==> config.mk <==
export PLATFORM = sky130hd
export DESIGN_NAME = invader_bombs
export DESIGN_NICKNAME = d
export VERILOG_FILES = /design/src/rtl/invader_bombs.sv
export SDC_FILE = /design/constraint.sdc
export NUM_CORES = 1
export LEC_CHECK = 0
export ABC_AREA = 1
export CAP_MARGIN = 20
export CORE_AREA = 2 2 106 108
export DETAILED_ROUTE_END_ITERATION = 8
export DIE_AREA = 0 0 108 110
export PLACE_DENSITY = 0.83
export SLEW_MARGIN = 25
export SYNTH_ARGS = -nofsm -noshare
export SYNTH_HDL_FRONTEND = slang
export SYNTH_SLANG_ARGS = --single-unit
==> constraint.sdc <==
create_clock -name clk -period 5.2 [get_ports clk]
set_clock_uncertainty 0.2 [all_clocks]
set_input_delay 0.52 -clock clk [delete_from_list [all_inputs] [get_ports clk]]
set_output_delay 0.52 -clock clk [all_outputs]
set_load 0.01 [all_outputs]
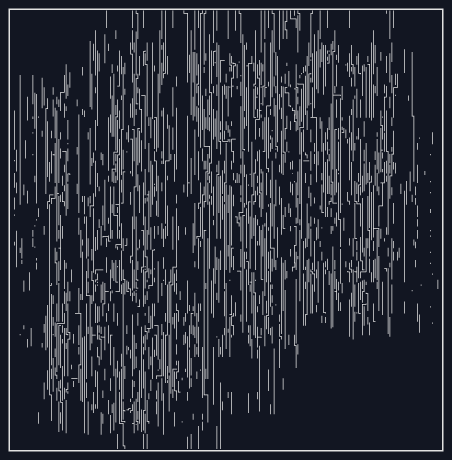
*M2 wires*
(4 px per um)
- wire length on this layer: 6,930 um
- nets with wire on the layer: 749
- share of all routed wire: 47%
- main direction: vertical
- longest straight run: 47.6 um
M2 GR Usage: 41.3%
detailed-route wire length: 14,700 um

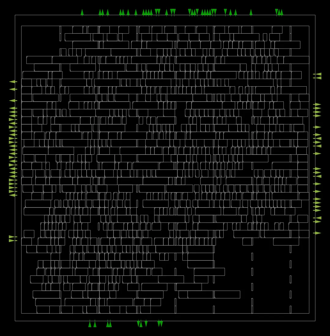
*Cell placement*
floorplan core area: 10,700 um2
tapcell count: 140
total of fill cells in the finished design: 900
number of core rows: 38

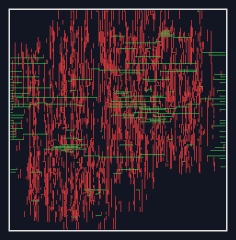
*Signal wires by layer*
(2 px per um) Two of the layers only.
- green: metal 3 (wire length 998 um)
- red: metal 2 (wire length 6,930 um)
detailed-route via count: 5,529
wire length per cell after detailed routing: 14.2 um
GRT Resource Usage Total: 25.5%

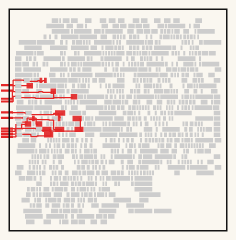
*Nets reached from selected ports*
(2 px per um)
- red: `swarm_x` (bits 10; direction input; edge west; end cells 19; buffers 10; wire 231 um)
buffers added on ports: 95
# IOs: 96

==> flow_results.org <==
#+TITLE: Synthesis and PnR summary

** Outcome
- The flow ran to the end, and the final reports show no timing, DRC or antenna violations.

** Setup path
- For the worst flop-to-flop path, the logic depth is 28.
- Register-to-Register Setup Slack :: 0.71 ns
- Crit start category :: register
- The script reports the combined buffer and inverter count of the critical path as 4.
- Critical path data required time :: 5.25 ns
- The critical path is of the register to register type.
- Looking at the critical path, the highest net fanout was 11.
- The timing report attributes the biggest portion of critical-path delay to simple AND/OR/NAND/NOR gates.
- The worst setup path is captured at a register.
- Crit-path max cell delay :: 0.47 ns
- Total number of cells along the worst setup path :: 28
- On the critical path, the stage with the largest delay is an instance of dfrtp_1.
- Crit path arrival time :: 4.54 ns

** Global route
- Maximum number of pins on one net before global-route repair :: 53
- Global routing finished with a remaining overflow of 0.
- On met3, the global router reports a usage of 4.17%.
- The number of antenna violations at the first check in global routing is 0.
- The via count of the first global-routing pass was 5,071.
- Met1 layer usage reported by global route :: 35.2%
- Most crowded layer after global routing :: met2
- The first global-routing pass estimated 24,000 um of wire.

** Clock network
- Clock root cell :: clkbuf_8
- Number of buffers on the longest clock path :: 2
- The timing report gives the clock slew at the launch and capture registers of the worst setup and hold paths as 0.10 ns.
- TritonCTS reports the number of clock sinks as 81.
- H-Tree Level Count :: 3
- TritonCTS built the clock tree.
- In this run, post-CTS repair resized a total of 0 instances.
- Counting the buffers created by CTS gives 9.
- In this run the post-CTS setup repair buffer count came out at 0.
- Clk latency late pin :: 0.37 ns
- The number of hold buffers added after CTS was 0.

** Layout
- Per the cell usage report, the commonest logic cell in the layout is nand2_1.
- Between the synthesized netlist and the finished layout, the area growth was recorded as 22.3%.
- Per the cell usage report, the commonest logic cells after layout are nand2_1 (212), inv_1 (107), clkdlybuf4s50_1 (95).
- The layout summary lists the proportion of cells stronger than drive strength 1 as 9.89%.
- The net count of the finished layout is 953.
- The number of antenna diodes in the final layout is 0.

** Detailed routing
- Max layer used :: met4
- The routed layout reports a DRC error count of 0.
- Summed over all nets, wire length on met2 after detailed routing comes to 6930 um.
- Met1 routed wirelength after detailed routing :: 6590 um
- Tally of nets with antenna violations remaining after routing :: 0
- After detailed routing, the met3 layer carries 998 um of wire.
- Length of the first detailed-routing pass in iterations :: 7
- Via-to-Cell Ratio :: 5.32
- Violation count after the first detailed-route iteration :: 364

** Synthesis
- Sequential cells were found to cover 35.0% of the synthesized design area.
- The number of nets handed over by synthesis was 863.
- Per the synth stats, the proportion of register bits with asynchronous set or reset is 100%.
- Per-instance average area after synthesis :: 7.20 um2
- Count of flip-flops with a built-in enable after synthesis :: 0
- Sorting the synthesized cells by how often they occur yields nand2_1 (212), inv_1 (108), dfrtp_1 (78).
- Yosys-reported design area after synthesis :: 5800 um2
- Most instantiated library cell after synthesis :: nand2_1
- Commonest register cell after synthesis :: dfrtp_1
- The Yosys step of the flow raised 0 warnings.
- Count of cell types in the netlist :: 46
- Per the Yosys statistics, synthesis produced 805 cells.
- The synthesis stat section lists a flop and latch total of 81.
- After synthesis, the largest area contributor takes up 33.7% of total cell area.
- In the synthesized netlist, the number of instances is 805.
- The largest total area in the synthesized netlist belongs to dfrtp_1.
- Cell area leaders :: dfrtp_1 (34%), nand2_1 (14%), inv_1 (7.0%)
- Summed instance area of the synthesized netlist :: 5800 um2

** Floorplanning
- Die Area :: 11,900 um2
- Before placement the cells fill 54.2% of the core.
- Vertical die size :: 110 um
- Floorplan die width :: 108 um

** Timing
- Share of the cycle needed by the critical path after routing :: 86.4%
- The final timing report counts setup violations totalling 0.
- At the pin with the least slew margin, the transition time is 1.01 ns.
- After routing, the total negative slack on setup checks comes to 0 ns.
- RSZ-0062 raised after global routing :: no
- Hold-check failures listed in the final report amount to 0.
- The slew check shows that the tightest pin keeps a relative margin of 32.3%.
- Max-slew violations :: 0
- Time the final worst path needs with I/O delays and setup :: 4.49 ns
- Maximum clock frequency :: 223 MHz

** Pwr
- Max VDD drop :: 0.198 mV
- The script extracted a total leakage power of 3.52 nW.
- Power per cell area :: 300 nW/um2
- Power, Total :: 2.13 mW

** Min path
- The most critical min-delay path falls under register to register.
- Worst Hold Depth :: 0

** Job
- The stage logs contain a warning count of 38.
- Number of maximum-capacitance constraint violations :: 0

** Placement
- Global placer's final weighted congestion :: 0.886
- The wire-length estimate of the detail-placed layout is 11,000 um.
==> logic make-up (layout without fill, tap and decap cells) <==
group | Yosys count | after routing | synth area share (%)
xor gates and xnor gates | 31 | 31 | 4.68
AOI/OAI and AO/OA | 128 | 128 | 12.8
DFF | 81 | 81 | 35.0
buffers and inverters | 134 | 229 | 9.60
muxes | 3 | 3 | 0.518
adders and majority gates | 25 | 25 | 5.39
and+or+nand+nor | 403 | 403 | 32.0
==> worst reg2reg max path, delay by kind of cell, from the launching register on <==
kind / cells / cell delay (ns)
xor gates and xnor gates: 1 / 0.27
and+or+nand+nor: 15 / 1.43
adders and majority gates: 3 / 1.00
DFF: 1 / 0.47
buffers and inverters: 4 / 0.35
AOI/OAI and AO/OA: 5 / 0.65
==> layout make-up <==
cell class                 count  area [um2]
tap                          140         175
inverter                     115         439
clock inverter                 7         130
sequential                    81        2030
timing repair buffer          98         973
multi-input combinational    590        3220
fill                         900        3610
clock buffer                   9         124
==> per-stage QoR <==
step / instance area (um2) / cells / worst slack, ns / util [%] / hold slack [ns]
6_report: 7090 / 1040 / 0.708 / 66.3 / 0.155
3_3_place_gp: 6830 / 1024 / 0.879 / 63.8 / 0.132
4_1_cts: 7080 / 1040 / 0.748 / 66.2 / 0.157
2_1_floorplan: 5800 / 805 / 1.25 / - / 0.131
3_5_place_dp: 6830 / 1024 / 0.772 / 63.8 / 0.136
5_1_grt: 7090 / 1040 / 0.260 / 66.3 / 0.163
==> report_power, final <==
group / internal, mW / switching [mW] / total (mW) / leakage [nW]
Combinational: 0.328 / 0.339 / 0.667 / 2.32
Clock: 0.329 / 0.275 / 0.604 / 0.128
Sequential: 0.733 / 0.122 / 0.855 / 1.06
Power and IR drop assume default switching activity.
